==> src/rtl/alu_pkg.sv <==
// Shared types for the ALU issue controller: op codes, condition codes, NZCV flags, FSM states.
package alu_pkg;

  typedef enum logic [3:0] {
    OP_ADD = 4'b0000,
    OP_SUB = 4'b0001,
    OP_MUL = 4'b0010
  } alu_op_e;

  typedef enum logic [3:0] {
    CC_EQ = 4'h0, CC_NE = 4'h1, CC_CS = 4'h2, CC_CC = 4'h3,
    CC_MI = 4'h4, CC_PL = 4'h5, CC_VS = 4'h6, CC_VC = 4'h7,
    CC_HI = 4'h8, CC_LS = 4'h9, CC_GE = 4'hA, CC_LT = 4'hB,
    CC_GT = 4'hC, CC_LE = 4'hD, CC_AL = 4'hE, CC_NV = 4'hF
  } cond_e;

  typedef struct packed {
    logic n;
    logic z;
    logic c;
    logic v;
  } flags_t;

  typedef enum logic [1:0] {
    ST_IDLE = 2'd0,
    ST_EXEC = 2'd1,
    ST_RESP = 2'd2
  } issue_state_e;

endpackage

==> src/rtl/alu_cond_eval.sv <==
// Condition-code evaluator: purely combinational (cond, NZCV) -> pass, zero latency.
// No flow control; consumed by the issue FSM at request acceptance.
module alu_cond_eval
  import alu_pkg::*;
(
  input  cond_e  cond,
  input  flags_t flg,
  output logic   pass
);

  always_comb begin
    pass = 1'b0;
    case (cond)
      CC_EQ: pass = flg.z;
      CC_NE: pass = ~flg.z;
      CC_CS: pass = flg.c;
      CC_CC: pass = ~flg.c;
      CC_MI: pass = flg.n;
      CC_PL: pass = ~flg.n;
      CC_VS: pass = flg.v;
      CC_VC: pass = ~flg.v;
      CC_HI: pass = flg.c & ~flg.z;
      CC_LS: pass = ~flg.c | flg.z;
      CC_GE: pass = (flg.n == flg.v);
      CC_LT: pass = (flg.n != flg.v);
      CC_GT: pass = ~flg.z & (flg.n == flg.v);
      CC_LE: pass = flg.z | (flg.n != flg.v);
      CC_AL: pass = 1'b1;
      CC_NV: pass = 1'b0;
      default: pass = 1'b0;
    endcase
  end

endmodule

==> src/rtl/alu_issue_ctrl.sv <==
// ALU issue controller: accept op, evaluate condition, drive ALU, capture result/flags, respond.
// Latency 2 edges (MUL: 2+MUL_LAT); holds response until rsp_ready. ALU_ISSUE_STATS_EN adds exec/skip counters.
module alu_issue_ctrl
  import alu_pkg::*;
#(
  parameter int WIDTH   = 32,
  parameter int MUL_LAT = 2
) (
  input  logic             clk,
  input  logic             rst,
  input  logic             req_valid,
  output logic             req_ready,
  input  logic [3:0]       req_op,
  input  logic [WIDTH-1:0] req_a,
  input  logic [WIDTH-1:0] req_b,
  input  logic [3:0]       req_cond,
  input  logic             req_setflags,
  output logic [WIDTH-1:0] alu_a,
  output logic [WIDTH-1:0] alu_b,
  output logic [3:0]       alu_op,
  input  logic [WIDTH-1:0] alu_out,
  input  logic             alu_n,
  input  logic             alu_z,
  input  logic             alu_c,
  input  logic             alu_v,
  output logic             rsp_valid,
  input  logic             rsp_ready,
  output logic [WIDTH-1:0] rsp_data,
  output logic             rsp_exec,
  output logic [3:0]       flags
`ifdef ALU_ISSUE_STATS_EN
  ,
  output logic [15:0]      exec_cnt,
  output logic [15:0]      skip_cnt
`endif
);

  localparam int CNT_W = (MUL_LAT < 1) ? 1 : $clog2(MUL_LAT + 1);

  issue_state_e     state_q, state_d;
  logic [WIDTH-1:0] alu_a_q, alu_a_d;
  logic [WIDTH-1:0] alu_b_q, alu_b_d;
  logic [3:0]       alu_op_q, alu_op_d;
  logic             setflags_q, setflags_d;
  logic             pass_q, pass_d;
  logic [CNT_W-1:0] cnt_q, cnt_d;
  flags_t           flags_q, flags_d;
  logic [WIDTH-1:0] rsp_data_q, rsp_data_d;
  logic             rsp_exec_q, rsp_exec_d;
  logic             cond_pass;
  logic             is_mul;

  alu_cond_eval u_cond_eval (
    .cond (cond_e'(req_cond)),
    .flg  (flags_q),
    .pass (cond_pass)
  );

  assign is_mul = (alu_op_q == OP_MUL);

  always_comb begin
    state_d    = state_q;
    alu_a_d    = alu_a_q;
    alu_b_d    = alu_b_q;
    alu_op_d   = alu_op_q;
    setflags_d = setflags_q;
    pass_d     = pass_q;
    cnt_d      = cnt_q;
    flags_d    = flags_q;
    rsp_data_d = rsp_data_q;
    rsp_exec_d = rsp_exec_q;

    case (state_q)
      ST_IDLE: begin
        if (req_valid) begin
          alu_a_d    = req_a;
          alu_b_d    = req_b;
          alu_op_d   = req_op;
          setflags_d = req_setflags;
          pass_d     = cond_pass;
          cnt_d      = CNT_W'(MUL_LAT);
          state_d    = ST_EXEC;
        end
      end
      ST_EXEC: begin
        // Only an executed MUL waits out the multiplier; skipped ops respond at once.
        if (pass_q && is_mul && (cnt_q != '0)) begin
          cnt_d = cnt_q - CNT_W'(1);
        end else begin
          state_d = ST_RESP;
          if (pass_q) begin
            rsp_data_d = alu_out;
            rsp_exec_d = 1'b1;
            if (setflags_q) begin
              case (alu_op_q)
                OP_ADD, OP_SUB: flags_d = '{n: alu_n, z: alu_z, c: alu_c, v: alu_v};
                OP_MUL: begin
                  flags_d.n = alu_n;
                  flags_d.z = alu_z;
                end
                default: flags_d = flags_q;
              endcase
            end
          end else begin
            rsp_data_d = '0;
            rsp_exec_d = 1'b0;
          end
        end
      end
      ST_RESP: begin
        if (rsp_ready) begin
          state_d = ST_IDLE;
        end
      end
      default: state_d = ST_IDLE;
    endcase
  end

  always_ff @(posedge clk or posedge rst) begin
    if (rst) begin
      state_q    <= ST_IDLE;
      alu_a_q    <= '0;
      alu_b_q    <= '0;
      alu_op_q   <= '0;
      setflags_q <= 1'b0;
      pass_q     <= 1'b0;
      cnt_q      <= '0;
      flags_q    <= '0;
      rsp_data_q <= '0;
      rsp_exec_q <= 1'b0;
    end else begin
      state_q    <= state_d;
      alu_a_q    <= alu_a_d;
      alu_b_q    <= alu_b_d;
      alu_op_q   <= alu_op_d;
      setflags_q <= setflags_d;
      pass_q     <= pass_d;
      cnt_q      <= cnt_d;
      flags_q    <= flags_d;
      rsp_data_q <= rsp_data_d;
      rsp_exec_q <= rsp_exec_d;
    end
  end

  assign req_ready = (state_q == ST_IDLE);
  assign rsp_valid = (state_q == ST_RESP);
  assign alu_a     = alu_a_q;
  assign alu_b     = alu_b_q;
  assign alu_op    = alu_op_q;
  assign rsp_data  = rsp_data_q;
  assign rsp_exec  = rsp_exec_q;
  assign flags     = flags_q;

`ifdef ALU_ISSUE_STATS_EN
  logic [15:0] exec_cnt_q, exec_cnt_d;
  logic [15:0] skip_cnt_q, skip_cnt_d;

  // Counted on the response handshake; both saturate at all-ones.
  always_comb begin
    exec_cnt_d = exec_cnt_q;
    skip_cnt_d = skip_cnt_q;
    if ((state_q == ST_RESP) && rsp_ready) begin
      if (rsp_exec_q) begin
        if (exec_cnt_q != 16'hFFFF) exec_cnt_d = exec_cnt_q + 16'd1;
      end else begin
        if (skip_cnt_q != 16'hFFFF) skip_cnt_d = skip_cnt_q + 16'd1;
      end
    end
  end

  always_ff @(posedge clk or posedge rst) begin
    if (rst) begin
      exec_cnt_q <= '0;
      skip_cnt_q <= '0;
    end else begin
      exec_cnt_q <= exec_cnt_d;
      skip_cnt_q <= skip_cnt_d;
    end
  end

  assign exec_cnt = exec_cnt_q;
  assign skip_cnt = skip_cnt_q;
`endif

endmodule
==> config.mk <==
export PLATFORM = sky130hd
export DESIGN_NAME = alu_issue_ctrl
export DESIGN_NICKNAME = d
export VERILOG_FILES = /design/src/rtl/alu_pkg.sv /design/src/rtl/alu_cond_eval.sv /design/src/rtl/alu_issue_ctrl.sv
export SDC_FILE = /design/constraint.sdc
export NUM_CORES = 1
export LEC_CHECK = 0
export ABC_AREA = 1
export CORE_UTILIZATION = 29
export DETAILED_ROUTE_END_ITERATION = 16
export RECOVER_POWER = 100
export SLEW_MARGIN = 15
export SYNTH_ARGS = -nofsm -noshare
export SYNTH_HDL_FRONTEND = slang
export SYNTH_HIERARCHICAL = 1
export SYNTH_SLANG_ARGS = --single-unit
export TNS_END_PERCENT = 30
==> constraint.sdc <==
create_clock -name clk -period 8.6 [get_ports clk]
set_clock_uncertainty 0.1 [all_clocks]
set_input_delay 1.72 -clock clk [delete_from_list [all_inputs] [get_ports clk]]
set_output_delay 1.72 -clock clk [all_outputs]
set_load 0.02 [all_outputs]
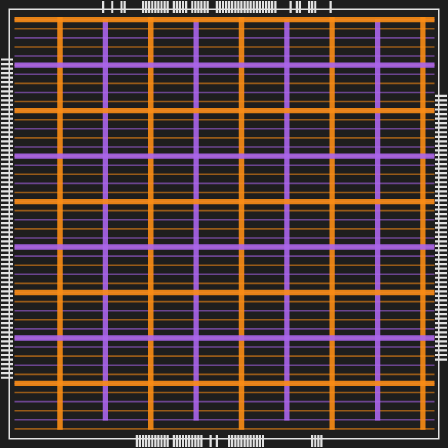
Fig. 1. Floorplan with the power grid.
Pins as bars on the die edge.
purple -> VDD
orange -> VSS
signal pins = 220
met1 rails = 46
rows = 45
met4 straps = 9

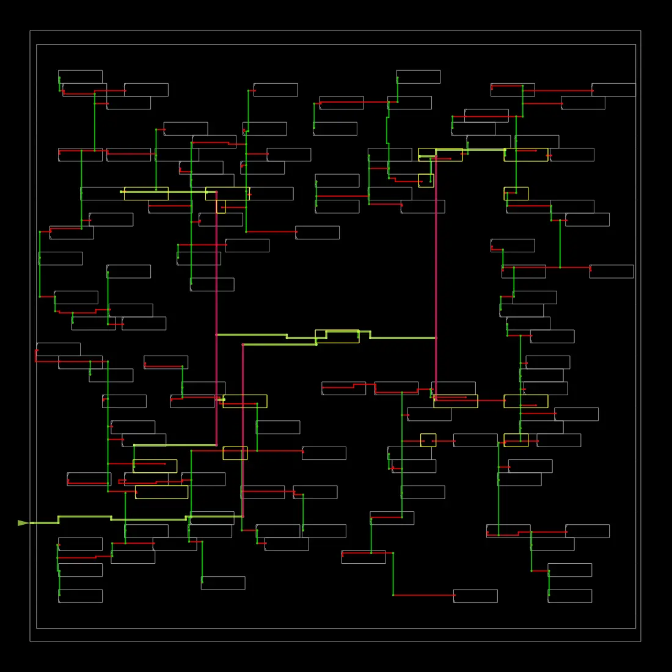
Fig. 2. Clock nets.
seq_cells: 111
Layout clock buffers: 12
CTS buffer count: 9

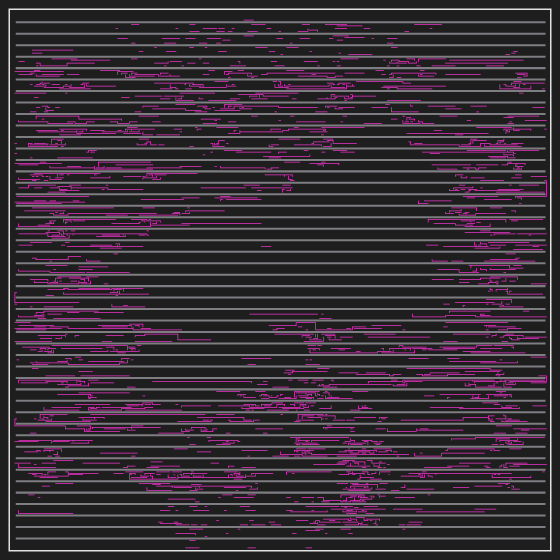
Fig. 3. The metal 1 layer.
Supply wires on this layer in gray.
wire length on this layer = 5,400 um
share of all routed wire = 42%
GRT met1 Usage: 0.197
Vias: 4,154
final WL: 12,800 um

==> run_results.csv <==
group,metric,value,unit
status,status,"complete, but fails checks",
status,violations,"capacitance limit, slew limit",
floorplan,rows,45,
sta,slew_viol_final,162,
synthesis,ys_cells,536,
floorplan,coreArea,15400,um^2
clock_tree,post_cts_buffers,0,
sta,rsz0062_at_grt,"false",
power_and_ir_drop,switching_share,0.409,
sta,setup_violations,0,
layout,largest_class,"registers",
synthesis,ys_seq_frac,0.603,
synthesis,ff_type,"dfrtp_1",
sta,worst_pin_slew,2.44,ns
global_routing,met3_usage,0.0555,
power_and_ir_drop,power.group.top,"combinational logic",
synthesis,fp_nets,650,
flow_run,cap_violations,3,
layout,inverters,21,
synthesis,synth-edff-count,0,
sta,final-hold-violation-count,0,
layout,comb_area_frac,0.217,
setup_path,worst-r2r-cell-count,5,
power_and_ir_drop,power_density,353,nW/um^2
detailed_routing,top_layer,"met4",
power_and_ir_drop,leakagePower,3.69,nW
detailed_routing,avgRoutedWirePerCell,13.3,um
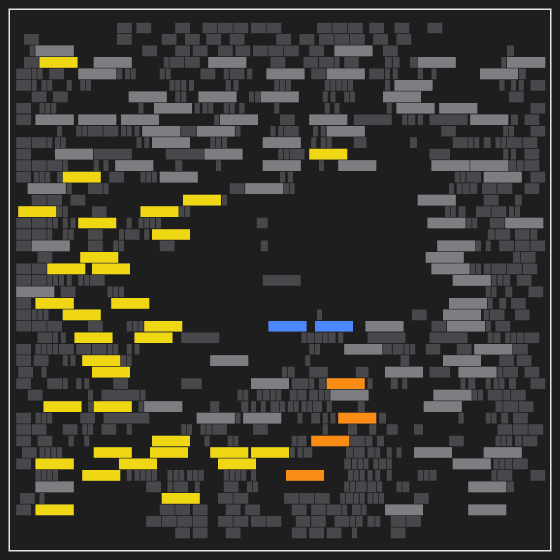
Fig. 4. Sequential cells grouped by signal name.
yellow -> alu_a  # flops 32
blue -> cnt_q  # flops 2
orange -> flags  # flops 4, where bottom center
not colored = 73
post-layout util: 0.469
Seq. pwr: 0.000926 W
Register Area: 2780 um^2
sequential share of cell area: 0.385

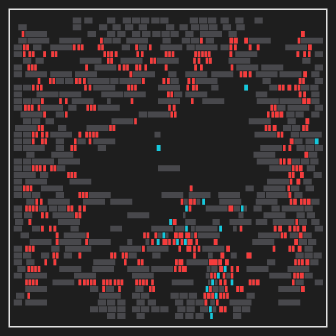
Fig. 5. Gate-type map.
red -> NAND gates  # cells 354, most used nand2_1, where widely spread
cyan -> inverters  # cells 21, most used inv_1

metrics by stage:
stage	hold slack, ns	utilization	std cells	worst slack [ns]
floorplan	0.349	-	536	3.85
global placement	0.363	0.450	944	4.54
detailed placement	0.364	0.450	944	4.51
CTS	0.383	0.471	960	4.88
global route	0.390	0.469	960	2.23
finish	0.375	0.469	960	2.80
cells by family after synthesis:
kind of cell,count (synthesis),share of synthesized area
and+or+nand+nor,366,0.325
DFF,111,0.603
buffers and inverters,45,0.0532
AOI/OAI and AO/OA,13,0.0158
adders and majority gates,1,0.00272
placed cells by master (no fill, tap or decap), types with 2 or more instances in the layout:
cell type	netlist	layout
nand2_1	301	301
dfrtp_1	111	111
clkdlybuf4s50_1	0	110
dlygate4sd3_1	0	109
nand3_1	42	43
inv_1	17	16
clkbuf_16	0	9
o21ai_0	6	7
nor2_1	5	6
nand4_1	6	6
nor2_2	5	5
nand2_2	3	3
clkinvlp_2	0	3
clkbuf_8	0	3
clkinv_4	0	2
buf_4	13	2
inv_2	3	2
o21ai_1	3	2
o211ai_1	2	2
worst max path at each step:
| stage | start | endpoint | slack (ns) | depth (start not counted) |
|---|---|---|---|---|
| after floorplan | rst | alu_a[0]$_DFFE_PP0P_ | 3.85 | 1 |
| after global placement | req_valid | pass_q$_DFFE_PP0P_ | 4.54 | 6 |
| after detailed placement | req_valid | pass_q$_DFFE_PP0P_ | 4.51 | 6 |
| after CTS | req_valid | pass_q$_DFFE_PP0P_ | 4.88 | 5 |
| after global routing | pass_q$_DFFE_PP0P_ | rsp_exec$_DFFE_PP0P_ | 2.23 | 5 |
| final | req_valid | pass_q$_DFFE_PP0P_ | 2.80 | 5 |
critical path: stages:
cell and delay [ns]:
dlygate4sd3_1 0.55, nand2_2 0.07, buf_4 0.57, clkinvlp_2 2.09, o21ai_0 0.79
Power and IR drop assume default switching activity.
